$ cat src/rtl/cpu_pkg.sv
// Shared CPU constants and the program-loader state encoding.
// The CPU top and the loader both take their widths from here.
package cpu_pkg;
  localparam int DATA_W     = 4;
  localparam int REG_COUNT  = 3;
  localparam int INST_DEPTH = 16;
  localparam int INST_W     = 2 * DATA_W;

  typedef enum logic [2:0] {
    IDLE         = 3'd0,
    LOAD_REG     = 3'd1,
    LOAD_INST_HI = 3'd2,
    LOAD_INST_LO = 3'd3,
    DONE         = 3'd4,
    ERR          = 3'd5
  } ld_state_e;
endpackage

$ cat src/rtl/nibble_packer.sv
// Pairs two stream nibbles into one instruction word.
// Ports:
//   clk, rst   clock, async active-high reset
//   hi_ld_i    accept nib_i as the high half
//   lo_ld_i    accept nib_i as the low half; word goes out next cycle
//   nib_i      stream nibble
//   word_o     registered {hi, lo}; holds between pairs
//   vld_o      one-cycle pulse, aligned with a fresh word_o
module nibble_packer #(
  parameter  int DATA_W = 4,
  localparam int W      = 2 * DATA_W
) (
  input  logic              clk,
  input  logic              rst,
  input  logic              hi_ld_i,
  input  logic              lo_ld_i,
  input  logic [DATA_W-1:0] nib_i,
  output logic [W-1:0]      word_o,
  output logic              vld_o
);
  logic [DATA_W-1:0] hi_q;
  logic [W-1:0]      word_q;
  logic              vld_q;

  always_ff @(posedge clk or posedge rst) begin
    if (rst) begin
      hi_q   <= '0;
      word_q <= '0;
      vld_q  <= 1'b0;
    end else begin
      vld_q <= lo_ld_i;
      if (hi_ld_i) hi_q   <= nib_i;
      if (lo_ld_i) word_q <= {hi_q, nib_i};
    end
  end

  assign word_o = word_q;
  assign vld_o  = vld_q;
endmodule

$ cat src/rtl/prog_loader.sv
// Program loader: takes a nibble stream and fills the register file with the
// first REG_COUNT nibbles, then packs the rest in pairs into instruction words
// written at ascending instruction-memory addresses.
// Ports:
//   clk, rst                    clock, async active-high reset
//   start                       begin a load (only from IDLE/DONE/ERR)
//   in_valid/in_ready           stream handshake; in_data nibble, in_last end mark
//   reg_wr_en/addr/wr_data      register file write port (registered)
//   inst_wr_en/addr/wr_data     instruction memory write port (registered)
//   inst_count                  instructions written so far in this load
//   load_done/load_err          completion / abort levels
module prog_loader #(
  parameter  int DATA_W     = cpu_pkg::DATA_W,
  parameter  int REG_COUNT  = cpu_pkg::REG_COUNT,
  parameter  int INST_DEPTH = cpu_pkg::INST_DEPTH,
  localparam int INST_W     = 2 * DATA_W
) (
  input  logic                          clk,
  input  logic                          rst,
  input  logic                          start,
  input  logic                          in_valid,
  output logic                          in_ready,
  input  logic [DATA_W-1:0]             in_data,
  input  logic                          in_last,
  output logic                          reg_wr_en,
  output logic [$clog2(REG_COUNT)-1:0]  reg_addr,
  output logic [DATA_W-1:0]             reg_wr_data,
  output logic                          inst_wr_en,
  output logic [$clog2(INST_DEPTH)-1:0] inst_addr,
  output logic [INST_W-1:0]             inst_wr_data,
  output logic [$clog2(INST_DEPTH):0]   inst_count,
  output logic                          load_done,
  output logic                          load_err
);
  import cpu_pkg::*;

  localparam int RA_W = $clog2(REG_COUNT);
  localparam int IA_W = $clog2(INST_DEPTH);

  ld_state_e         state_q, state_d;
  logic [RA_W-1:0]   reg_ptr_q, reg_ptr_d;
  logic [IA_W:0]     cnt_q, cnt_d;       // low bits double as the write pointer
  logic              reg_wr_en_q;
  logic [RA_W-1:0]   reg_addr_q;
  logic [DATA_W-1:0] reg_wr_data_q;
  logic [IA_W-1:0]   inst_addr_q;

  logic hs, hs_reg, hs_hi, hs_lo;

  // Ready is a pure decode of the state register, never of in_valid.
  assign in_ready = (state_q == LOAD_REG) || (state_q == LOAD_INST_HI) ||
                    (state_q == LOAD_INST_LO);
  assign hs     = in_valid && in_ready;
  assign hs_reg = hs && (state_q == LOAD_REG);
  assign hs_hi  = hs && (state_q == LOAD_INST_HI);
  assign hs_lo  = hs && (state_q == LOAD_INST_LO);

  always_comb begin
    state_d   = state_q;
    reg_ptr_d = reg_ptr_q;
    cnt_d     = cnt_q;
    case (state_q)
      IDLE, DONE, ERR: begin
        if (start) begin
          state_d   = LOAD_REG;
          reg_ptr_d = '0;
          cnt_d     = '0;
        end
      end
      LOAD_REG: begin
        if (hs) begin
          reg_ptr_d = reg_ptr_q + RA_W'(1);
          if (in_last)                                 state_d = ERR;
          else if (reg_ptr_q == RA_W'(REG_COUNT - 1))  state_d = LOAD_INST_HI;
        end
      end
      LOAD_INST_HI: begin
        if (hs) state_d = in_last ? ERR : LOAD_INST_LO;
      end
      LOAD_INST_LO: begin
        if (hs) begin
          cnt_d = cnt_q + (IA_W+1)'(1);
          // in_last wins over overflow: a full-depth program ends cleanly.
          if (in_last)                                     state_d = DONE;
          else if (cnt_q == (IA_W+1)'(INST_DEPTH - 1))     state_d = ERR;
          else                                             state_d = LOAD_INST_HI;
        end
      end
      default: state_d = IDLE;
    endcase
  end

  always_ff @(posedge clk or posedge rst) begin
    if (rst) begin
      state_q       <= IDLE;
      reg_ptr_q     <= '0;
      cnt_q         <= '0;
      reg_wr_en_q   <= 1'b0;
      reg_addr_q    <= '0;
      reg_wr_data_q <= '0;
      inst_addr_q   <= '0;
    end else begin
      state_q     <= state_d;
      reg_ptr_q   <= reg_ptr_d;
      cnt_q       <= cnt_d;
      reg_wr_en_q <= hs_reg;
      if (hs_reg) begin
        reg_addr_q    <= reg_ptr_q;
        reg_wr_data_q <= in_data;
      end
      if (hs_lo) inst_addr_q <= cnt_q[IA_W-1:0];
    end
  end

  nibble_packer #(.DATA_W(DATA_W)) u_pack (
    .clk     (clk),
    .rst     (rst),
    .hi_ld_i (hs_hi),
    .lo_ld_i (hs_lo),
    .nib_i   (in_data),
    .word_o  (inst_wr_data),
    .vld_o   (inst_wr_en)
  );

  assign reg_wr_en   = reg_wr_en_q;
  assign reg_addr    = reg_addr_q;
  assign reg_wr_data = reg_wr_data_q;
  assign inst_addr   = inst_addr_q;
  assign inst_count  = cnt_q;
  assign load_done   = (state_q == DONE);
  assign load_err    = (state_q == ERR);
endmodule

$ cat config.mk
export PLATFORM = sky130hd
export DESIGN_NAME = prog_loader
export DESIGN_NICKNAME = d
export VERILOG_FILES = /design/src/rtl/cpu_pkg.sv /design/src/rtl/nibble_packer.sv /design/src/rtl/prog_loader.sv
export SDC_FILE = /design/constraint.sdc
export NUM_CORES = 1
export LEC_CHECK = 0
export CAP_MARGIN = 25
export CORE_MARGIN = 1
export CORE_UTILIZATION = 49
export DETAILED_ROUTE_END_ITERATION = 10
export PLACE_DENSITY = 0.84
export SLEW_MARGIN = 10
export SYNTH_ARGS = -nofsm -noshare
export SYNTH_HDL_FRONTEND = slang
export SYNTH_SLANG_ARGS = --single-unit
export TNS_END_PERCENT = 20
$ cat constraint.sdc
create_clock -name clk -period 1.9 [get_ports clk]
set_input_delay 0.285 -clock clk [delete_from_list [all_inputs] [get_ports clk]]
set_output_delay 0.285 -clock clk [all_outputs]
set_load 0.01 [all_outputs]
Fig. 1: supply network
Bar = 20 microns. Pins as bars on the die edge. Tap cells in grey.
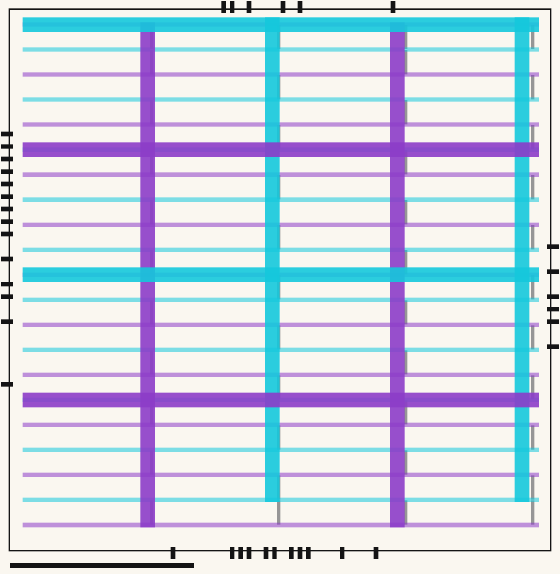
Key: purple = VSS; cyan = VDD
4 straps on met5. The core has 20 rows. 21 met1 rails follow the rows.

Fig. 2: register map, names as in the netlist
Bar = 20 microns. Other sequential cells in the stronger grey, the rest of the logic in the fainter grey.
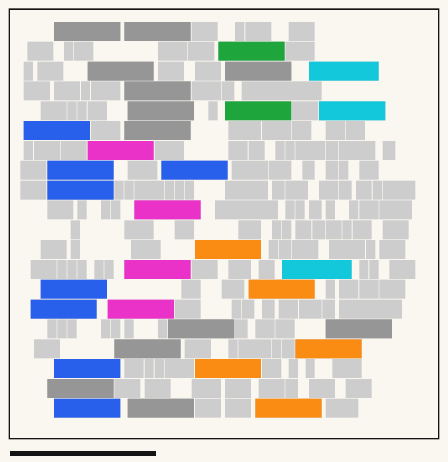
Key: magenta = `u_pack.hi_q` [placed flops 4]; blue = `u_pack.word_o` [placed flops 8]; orange = `inst_count` [placed flops 5]; green = `reg_ptr_q` [placed flops 2]; cyan = `state_q` [placed flops 3]

Fig. 3: placed standard cells
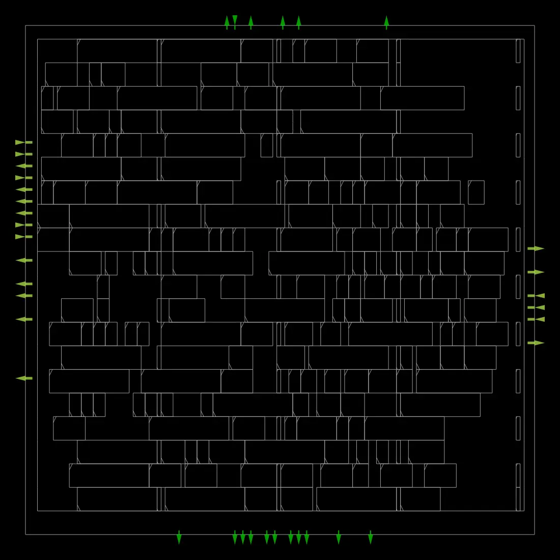
Seq/total area: 0.3986
Post-Layout Cell Count: 240

Fig. 4: cell density map
Bar = 20 microns. The die is cut into 12 by 12 equal tiles; white is low, dark blue is high, 0 to 100% covered.
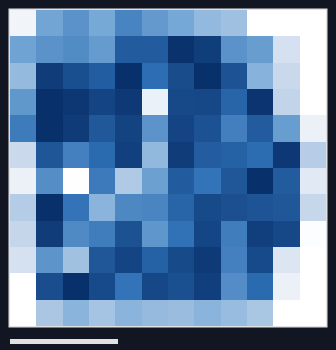
44% of the tiles are over 75% full. The emptiest ninth of the die: north-east. The fullest tile reaches 100%. The mean over all tiles is 61%.

==> impl_metrics.toml <==
# physical design summary
[die]
rows = 20
fp.dieW_microns = 58.70
io_pins = 37

[drt]
wire_per_inst_microns = 14.28
met3_length_microns = 155
viasPerCell = 5.117
met1_length_microns = 1507

[global_routing]
met3_usage = 0.06374
gr-total-overflow = 0

[sta]
setup_tns_ns = 0
worst_slew_pin_slew_ns = 0.4763
period_needed_ns = 1.819
slew_violations = 0
max_freq_ghz = 0.5498
fin_hold_ws_ns = 0.3259

[synth]
synth_nets = 157
synth.distinct_cells = 34
mux_area_frac = 0.1152
synth-simple-area-share = 0.2010
yosys_cells = 145
synthXorXnorAreaFrac = 0.005560
ff_type = "dfrtp_1"
aoi_share = 0.07863

[power_and_ir_drop]
vdd_drop_max_uv = 807.9

[place]
portBuffers = 36
place_hpwl_microns = 2438

[critical_path]
setup.worst_path.class = "flop to output port"
crit_family = "buffers and inverters"
crit_path_end_kind = "output port"
crit_start = "state_q[2]$_DFFE_PP0P_"
max_stage_delay_ns = 0.53
regToRegSetupSlack_ns = 0.12

[final_layout]
drive_gt1_frac = 0.2143
diodes = 0

[clock_tree]
cts_made_buffers = 5

[outcome]
outcome = "completed"
[area by class of cell]
type                            instances  area [sq um]
Fill cell                             241         912.1
Inverter                                8         30.03
Clock inverter                          2         37.54
Clock buffer                            6         41.29
Multi-Input combinational cell         98         668.1
Timing Repair Buffer                   48         455.4
Sequential cell                        34         853.3
Tap cell                               44         55.05
[power breakdown]
group	leakage, nW	switching (W)	internal, W
clock network	0.0385	0.000246	0.000278
registers	0.439	0.000154	0.000964
logic	0.570	0.000595	0.000736
total	1.05	0.000995	0.00198
[metrics by stage]
step,setup WS [ns],utilization,instance area (sq um)
after floorplan,0.2796,-,1575
after global placement,0.1552,0.6680,2039
after detailed placement,0.1203,0.6680,2039
after CTS,0.01388,0.6971,2128
after global routing,0.01447,0.7012,2141
final,0.08110,0.7012,2141
No activity file was given, so power comes from the tool's default toggle rates.
